--- src/rtl/sine_channel_scheduler_pkg.sv ---
// Shared types for the multi-channel DDS scheduler: FSM states and the return-path tag.
package sine_channel_scheduler_pkg;

  typedef enum logic [1:0] {
    IDLE,
    ISSUE,
    DRAIN
  } state_t;

  // Tag index is sized for the largest supported channel count so the type stays parameter-free.
  localparam int unsigned MAX_CH   = 8;
  localparam int unsigned CH_IDX_W = $clog2(MAX_CH);

  typedef struct packed {
    logic                valid;
    logic [CH_IDX_W-1:0] ch_idx;
  } tag_t;

endpackage

--- src/rtl/sine_channel_scheduler_if.sv ---
// Config write bus and sine lookup port shared between the scheduler and its surroundings.
interface sine_channel_scheduler_if #(
  parameter int unsigned NUM_CH = 4,
  parameter int unsigned ACC_W  = 16,
  parameter int unsigned PH_W   = 8,
  parameter int unsigned SMP_W  = 8
);
  logic                      cfg_we;
  logic [$clog2(NUM_CH)-1:0] cfg_ch;
  logic [ACC_W-1:0]          cfg_ftw;
  logic                      cfg_en;
  logic [PH_W-1:0]           lut_phase;
  logic [SMP_W-1:0]          lut_sample;

  modport master (
    output cfg_we, cfg_ch, cfg_ftw, cfg_en, lut_sample,
    input  lut_phase
  );

  modport slave (
    input  cfg_we, cfg_ch, cfg_ftw, cfg_en, lut_sample,
    output lut_phase
  );
endinterface

--- src/rtl/sine_channel_scheduler_dds_phase_acc.sv ---
// One DDS channel: live FTW/enable, per-frame shadow copies and the phase accumulator.
module dds_phase_acc #(
  parameter int unsigned ACC_W = 16,
  parameter int unsigned PH_W  = 8
) (
  input  logic             clk,
  input  logic             rst,
  input  logic             sel,
  input  logic             cfg_en,
  input  logic [ACC_W-1:0] cfg_ftw,
  input  logic             latch,
  input  logic             step,
  output logic [PH_W-1:0]  phase,
  output logic             active
);

  logic [ACC_W-1:0] ftw_q;
  logic [ACC_W-1:0] ftw_shadow_q;
  logic [ACC_W-1:0] acc_q;
  logic             en_q;
  logic             en_shadow_q;

  always_ff @(posedge clk) begin
    if (rst) begin
      ftw_q        <= '0;
      ftw_shadow_q <= '0;
      acc_q        <= '0;
      en_q         <= 1'b0;
      en_shadow_q  <= 1'b0;
    end else begin
      if (sel) begin
        ftw_q <= cfg_ftw;
        en_q  <= cfg_en;
      end
      // Shadow samples the pre-write value when a write lands on the latch cycle.
      if (latch) begin
        ftw_shadow_q <= ftw_q;
        en_shadow_q  <= en_q;
      end
      if (sel && !cfg_en) begin
        acc_q <= '0;
      end else if (step && en_shadow_q) begin
        acc_q <= acc_q + ftw_shadow_q;
      end
    end
  end

  assign phase  = acc_q[ACC_W-1 -: PH_W];
  assign active = en_shadow_q;

endmodule

--- src/rtl/sine_channel_scheduler.sv ---
// Time-multiplexes one registered sine lookup across NUM_CH DDS channels, one frame per tick.
module sine_channel_scheduler
  import sine_channel_scheduler_pkg::*;
#(
  parameter int unsigned NUM_CH  = 4,
  parameter int unsigned ACC_W   = 16,
  parameter int unsigned PH_W    = 8,
  parameter int unsigned SMP_W   = 8,
  parameter int unsigned LUT_LAT = 2
) (
  input  logic                    clk,
  input  logic                    rst,
  input  logic                    tick,
  input  logic                    clr_overrun,
  sine_channel_scheduler_if.slave bus,
  output logic [NUM_CH*SMP_W-1:0] ch_sample,
  output logic [NUM_CH-1:0]       ch_valid,
  output logic                    busy,
  output logic                    overrun
);

  localparam int unsigned IDX_W = $clog2(NUM_CH);
  localparam int unsigned CNT_W = $clog2(NUM_CH + LUT_LAT);

  state_t                         state_q;
  state_t                         state_d;
  logic [CNT_W-1:0]               cnt_q;
  logic [CNT_W-1:0]               cnt_d;
  logic                           accept;
  logic                           issuing;
  logic [IDX_W-1:0]               slot;
  tag_t                           tag_in;
  tag_t                           tag_q [LUT_LAT];
  tag_t                           tag_out;
  logic [NUM_CH-1:0]              active;
  logic [PH_W-1:0]                ch_phase [NUM_CH];
  logic [NUM_CH-1:0][SMP_W-1:0]   sample_q;

  assign slot = cnt_q[IDX_W-1:0];

  for (genvar i = 0; i < NUM_CH; i++) begin : g_ch
    dds_phase_acc #(
      .ACC_W(ACC_W),
      .PH_W (PH_W)
    ) u_acc (
      .clk    (clk),
      .rst    (rst),
      .sel    (bus.cfg_we && (bus.cfg_ch == IDX_W'(i))),
      .cfg_en (bus.cfg_en),
      .cfg_ftw(bus.cfg_ftw),
      .latch  (accept),
      .step   (issuing && (slot == IDX_W'(i))),
      .phase  (ch_phase[i]),
      .active (active[i])
    );
  end

  always_ff @(posedge clk) begin
    if (rst) begin
      state_q <= IDLE;
      cnt_q   <= '0;
    end else begin
      state_q <= state_d;
      cnt_q   <= cnt_d;
    end
  end

  always_comb begin
    state_d = state_q;
    cnt_d   = cnt_q;
    accept  = 1'b0;
    unique case (state_q)
      IDLE: begin
        if (tick) begin
          accept  = 1'b1;
          state_d = ISSUE;
          cnt_d   = '0;
        end
      end
      ISSUE: begin
        if (cnt_q == CNT_W'(NUM_CH - 1)) begin
          state_d = DRAIN;
          cnt_d   = '0;
        end else begin
          cnt_d = cnt_q + 1'b1;
        end
      end
      DRAIN: begin
        if (cnt_q == CNT_W'(LUT_LAT - 1)) begin
          state_d = IDLE;
          cnt_d   = '0;
        end else begin
          cnt_d = cnt_q + 1'b1;
        end
      end
      default: begin
        state_d = IDLE;
        cnt_d   = '0;
      end
    endcase
  end

  // Disabled slots still burn a cycle so frame length never depends on configuration.
  always_comb begin
    issuing       = (state_q == ISSUE);
    busy          = (state_q != IDLE);
    tag_in.valid  = issuing && active[slot];
    tag_in.ch_idx = CH_IDX_W'(slot);
    bus.lut_phase = '0;
    if (tag_in.valid) begin
      bus.lut_phase = ch_phase[slot];
    end
  end

  always_ff @(posedge clk) begin
    if (rst) begin
      for (int unsigned i = 0; i < LUT_LAT; i++) begin
        tag_q[i] <= '0;
      end
    end else begin
      tag_q[0] <= tag_in;
      for (int unsigned i = 1; i < LUT_LAT; i++) begin
        tag_q[i] <= tag_q[i-1];
      end
    end
  end

  assign tag_out = tag_q[LUT_LAT-1];

  always_ff @(posedge clk) begin
    if (rst) begin
      sample_q <= '0;
      ch_valid <= '0;
    end else begin
      ch_valid <= '0;
      for (int unsigned i = 0; i < NUM_CH; i++) begin
        if (tag_out.valid && (tag_out.ch_idx == CH_IDX_W'(i))) begin
          sample_q[i] <= bus.lut_sample;
          ch_valid[i] <= 1'b1;
        end
      end
    end
  end

  assign ch_sample = sample_q;

  always_ff @(posedge clk) begin
    if (rst) begin
      overrun <= 1'b0;
    end else if (tick && busy) begin
      overrun <= 1'b1;
    end else if (clr_overrun) begin
      overrun <= 1'b0;
    end
  end

endmodule

--- src/flat_wrapper.sv ---
// flat-port wrapper written by rule: the top's interface ports become plain ports
module sine_channel_scheduler_flat import sine_channel_scheduler_pkg::*;
#(
  parameter int unsigned NUM_CH  = 4,
  parameter int unsigned ACC_W   = 16,
  parameter int unsigned PH_W    = 8,
  parameter int unsigned SMP_W   = 8,
  parameter int unsigned LUT_LAT = 2
)
  (clk, rst, tick, clr_overrun, ch_sample, ch_valid, busy, overrun, bus_cfg_we, bus_cfg_ch, bus_cfg_ftw, bus_cfg_en, bus_lut_sample, bus_lut_phase);
  sine_channel_scheduler_if #(.NUM_CH(NUM_CH), .ACC_W(ACC_W), .PH_W(PH_W), .SMP_W(SMP_W)) bus_i ();
  input  logic clk;
  input  logic rst;
  input  logic tick;
  input  logic clr_overrun;
  output logic [NUM_CH*SMP_W-1:0] ch_sample;
  output logic [NUM_CH-1:0] ch_valid;
  output logic busy;
  output logic overrun;
  input wire logic [$bits(bus_i.cfg_we)-1:0] bus_cfg_we;
  input wire logic [$bits(bus_i.cfg_ch)-1:0] bus_cfg_ch;
  input wire logic [$bits(bus_i.cfg_ftw)-1:0] bus_cfg_ftw;
  input wire logic [$bits(bus_i.cfg_en)-1:0] bus_cfg_en;
  input wire logic [$bits(bus_i.lut_sample)-1:0] bus_lut_sample;
  output wire logic [$bits(bus_i.lut_phase)-1:0] bus_lut_phase;
  assign bus_i.cfg_we = bus_cfg_we;
  assign bus_i.cfg_ch = bus_cfg_ch;
  assign bus_i.cfg_ftw = bus_cfg_ftw;
  assign bus_i.cfg_en = bus_cfg_en;
  assign bus_i.lut_sample = bus_lut_sample;
  assign bus_lut_phase = bus_i.lut_phase;
  sine_channel_scheduler #(.NUM_CH(NUM_CH), .ACC_W(ACC_W), .PH_W(PH_W), .SMP_W(SMP_W), .LUT_LAT(LUT_LAT)) u_core (.clk(clk), .rst(rst), .tick(tick), .clr_overrun(clr_overrun), .bus(bus_i), .ch_sample(ch_sample), .ch_valid(ch_valid), .busy(busy), .overrun(overrun));
endmodule
--- config.mk ---
export PLATFORM = sky130hd
export DESIGN_NAME = sine_channel_scheduler_flat
export DESIGN_NICKNAME = d
export VERILOG_FILES = /design/src/rtl/sine_channel_scheduler_pkg.sv /design/src/rtl/sine_channel_scheduler_if.sv /design/src/rtl/sine_channel_scheduler_dds_phase_acc.sv /design/src/rtl/sine_channel_scheduler.sv /design/src/flat_wrapper.sv
export SDC_FILE = /design/constraint.sdc
export NUM_CORES = 1
export LEC_CHECK = 0
export ABC_CLOCK_PERIOD_IN_PS = 4130
export CAP_MARGIN = 20
export CELL_PAD_IN_SITES_DETAIL_PLACEMENT = 1
export CELL_PAD_IN_SITES_GLOBAL_PLACEMENT = 1
export CORE_ASPECT_RATIO = 0.6
export CORE_MARGIN = 2
export CORE_UTILIZATION = 50
export CTS_BUF_LIST = sky130_fd_sc_hd__clkbuf_8
export DETAILED_ROUTE_END_ITERATION = 16
export MAX_ROUTING_LAYER = met4
export PLACE_DENSITY_LB_ADDON = 0.1
export SYNTH_ARGS = -nofsm -noshare
export SYNTH_HDL_FRONTEND = slang
export SYNTH_HIERARCHICAL = 1
export SYNTH_SLANG_ARGS = --single-unit
--- constraint.sdc ---
create_clock -name clk -period 4.13 [get_ports clk]
set_input_delay 0.826 -clock clk [delete_from_list [all_inputs] [get_ports clk]]
set_output_delay 0.826 -clock clk [all_outputs]
set_load 0.01 [all_outputs]
Pin placement:
Scale: 2 px per µm. Pins as bars across the die edge, other pins in grey.
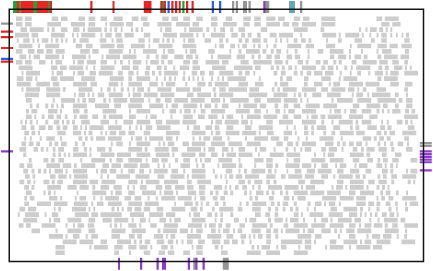
colour	port	pins	direction	edge
purple	bus_cfg_ftw	16	input	8 bottom, 6 right, 1 left, 1 top
cyan	busy	1	output	top
blue	ch_valid	4	output	3 top, 1 left
red	ch_sample	32	output	28 top, 4 left
green	bus_lut_sample	8	input	top

Clock wiring as the flow saved it:
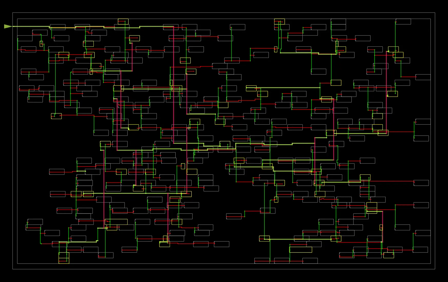
power in the clock group: 2.29 mW
clk sink count: 248
clkbuf count: 55
CTS buffer count: 39
Flop Count: 248

Metal 4:
Scale: 2 px per µm.
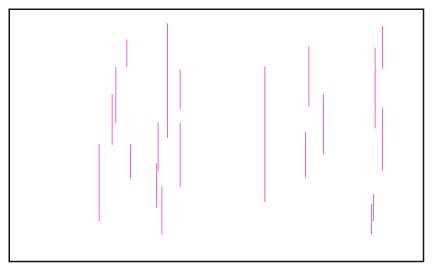
nets with wire on the layer	13
share of all routed wire	1.6%
wire length on this layer	570 µm
longest straight run	67.3 µm
main direction	vertical

==> reports/results.ini <==
[pwr]
powerDensity_mw_per_mm2=396
power_leakage_nw=5.74
power_mw=5.51
pwr-share-comb_pct=12.9
p_switching_mw=1.48
p_int_mw=4.03

[worst_setup_path]
worst_setup_path_end_kind=output port
worstSetupEndpoint=bus_lut_phase[0]
cp_slowest_cell=dfxtp_1
worstPathArrival_ns=2.74
crit_cells=3
cp.buffers_inverters=1
worstSetupPathType=reg -> out
crit_path_cell_trace=mux4_2 -> and3_1 -> clkdlybuf4s50_1

[clock_tree]
cts_hold_buffers=0
clk_path_buf_depth=3
insertion_delay_ns=0.55
path_clk_slew_ns=0.06
post-cts-setup-buffers=0

[hold_path]
min_path_type=reg -> reg

[floorplan]
fp_util_pct=50.8
row_count=44
die_w_um=206
coreArea_mm2=0.0242

[sta]
rsz0062_at_grt=false
finalMaxSlewViolations=0
worst_slack_ns=0.567
max_freq_mhz=281
skew_ns=0.0163
tightestPinTransition_ns=1.00
setup_viol=0
tns_ns=0
finalClockPeriodUsage_pct=86.3
slew_headroom_pct=32.8
hold_violations=0
worst_hold_slack_ns=0.443

[logic_synthesis]
synthTopCellsByArea=dfxtp_1 40%, mux2i_1 13%, ha_1 7.1%
ys_area_mm2=0.0123
yosysWarningCount=6
synth_area_mm2=0.0123
synthFlopType=dfxtp_1
synthArstFlopShare_pct=0
top_cell=dfxtp_1
synth_nets=1448
postSynthAreaPerCell_um2=9.16
ys_types=70
ys_cells=1342
edf_count=0
synth_top_cell_by_area=dfxtp_1

[detailed_routing]
wl_um=36200
vias_per_cell=5.80
first_pass_iters=5

[global_route]
grt_pass1_wl_um=57200
antenna_found_initial=0

[placement]
dpl.hpwl_um=26400
pre_cts_ws_ns=1.11
place_area_mm2=0.0130
portBuffers=77
post-place-cells=1655

[final_layout]
fin_area_mm2=0.0139
layoutNonFillerInstCount=1721
nets=1480
area.growth.synth_to_final_pct=13.1
final_util_pct=57.5

[job]
tool_warnings=33
maxCapViolCount=0

[status]
status=completed

Logic cells by family:
Scale: 2 px per µm.
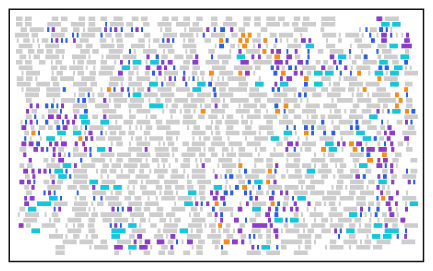
colour	family	cells	most used
blue	nand cells	172	nand2_1
purple	aoi and oai cells	196	a21oi_1
orange	and/or cells	42	and3_1
cyan	fa/ha/maj cells	74	ha_1

Routed metal, one colour a layer:
Scale: 2 px per µm. Only two layers are drawn.
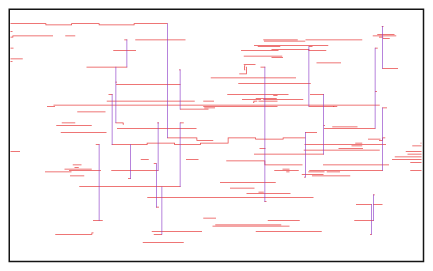
colour	layer	wire length
red	metal 3	2080 µm
purple	metal 4	570 µm
wire per inst: 21.0 µm
GR Util All Layers: 29.2%

-- kinds of logic (layout without fill, tap and decap cells) --
kind of cell,Yosys count,after routing,synth area share [%]
AND-OR/OR-AND,236,236,12.6
XOR/XNOR,33,33,2.35
adder cells (fa/ha/maj),74,74,7.78
buffers and inverters,115,172,4.84
flip-flops,248,248,40.4
multiplexers,175,175,15.4
AND/OR/NAND/NOR,461,461,16.6
-- sequential cells by signal, indices dropped and copies added, names as in the netlist --
name / count
u_core/g_ch.u_acc/acc_q: 64
u_core/g_ch.u_acc/ftw_q: 64
u_core/g_ch.u_acc/ftw_shadow_q: 64
u_core/ch_sample: 32
u_core/tag_q: 6
u_core/ch_valid: 4
u_core/g_ch.u_acc/active: 4
u_core/g_ch.u_acc/en_q: 4
u_core/cnt_q: 3
u_core/state_q: 2
u_core/overrun: 1
-- cell type report --
cell class	instances	area, µm²
Clock inverter	11	97.6
Tap cell	322	403
Clock buffer	55	757
Timing Repair Buffer	85	845
Sequential cell	248	4960
Fill cell	2787	10300
Multi-Input combinational cell	979	6750
Inverter	21	78.8
-- worst register-to-register path: cells and delay by family, from the launching register on --
kind | cells | cell delay, ns
compound gates | 2 | 0.57
buf+inv | 1 | 0.12
flops | 1 | 0.34
simple gates | 3 | 1.18
fa+ha+maj | 1 | 0.54
-- worst min-delay path by stage --
stage | from | endpoint | slack, ns | cells after the start
2_1_floorplan | u_core/tag_q[0][0]$_SDFF_PP0_ | u_core/tag_q[0][4]$_SDFF_PP0_ | 0.41 | 1
3_3_place_gp | u_core/tag_q[0][3]$_SDFF_PP0_ | u_core/tag_q[0][7]$_SDFF_PP0_ | 0.42 | 1
3_5_place_dp | u_core/tag_q[0][0]$_SDFF_PP0_ | u_core/tag_q[0][4]$_SDFF_PP0_ | 0.44 | 1
4_1_cts | u_core/tag_q[0][3]$_SDFF_PP0_ | u_core/tag_q[0][7]$_SDFF_PP0_ | 0.45 | 1
5_1_grt | u_core/tag_q[0][0]$_SDFF_PP0_ | u_core/tag_q[0][4]$_SDFF_PP0_ | 0.47 | 1
6_report | u_core/tag_q[0][0]$_SDFF_PP0_ | u_core/tag_q[0][4]$_SDFF_PP0_ | 0.44 | 1
-- cell usage in the layout (no fill, tap or decap), drive strengths merged, types with 8 or more instances in the layout --
cell type / count
a21oi: 87
and3: 15
inv: 27
xor2: 13
clkdlybuf4s50: 76
and2: 11
a21o: 19
nand3: 39
nor2: 223
mux4: 9
buf: 9
xnor2: 20
nor3: 8
o21a: 10
mux2i: 165
ha: 70
clkbuf: 55
nand2: 110
a31oi: 8
nor2b: 9
nand4: 14
o21ai: 46
a211oi: 21
dfxtp: 248
-- power by group through the flow --
stage | logic, mW | registers, mW | clock network [mW]
after floorplan | 0.490 | 2.53 | 0
final | 0.712 | 2.50 | 2.29
after detailed placement | 0.697 | 2.55 | 0
after CTS | 0.706 | 2.50 | 2.34
after global routing | 0.758 | 2.51 | 2.46
after global placement | 0.679 | 2.55 | 0
-- per-layer routing --
layer  vias up  routed length, µm  GRT usage (%)
met5         -                  0              -
met4         0                569           6.26
met3        47               2080           5.45
met2       239              15200           41.8
met1      4938              18300           42.5
li1       4751                  -              -
Power and IR drop assume default switching activity.
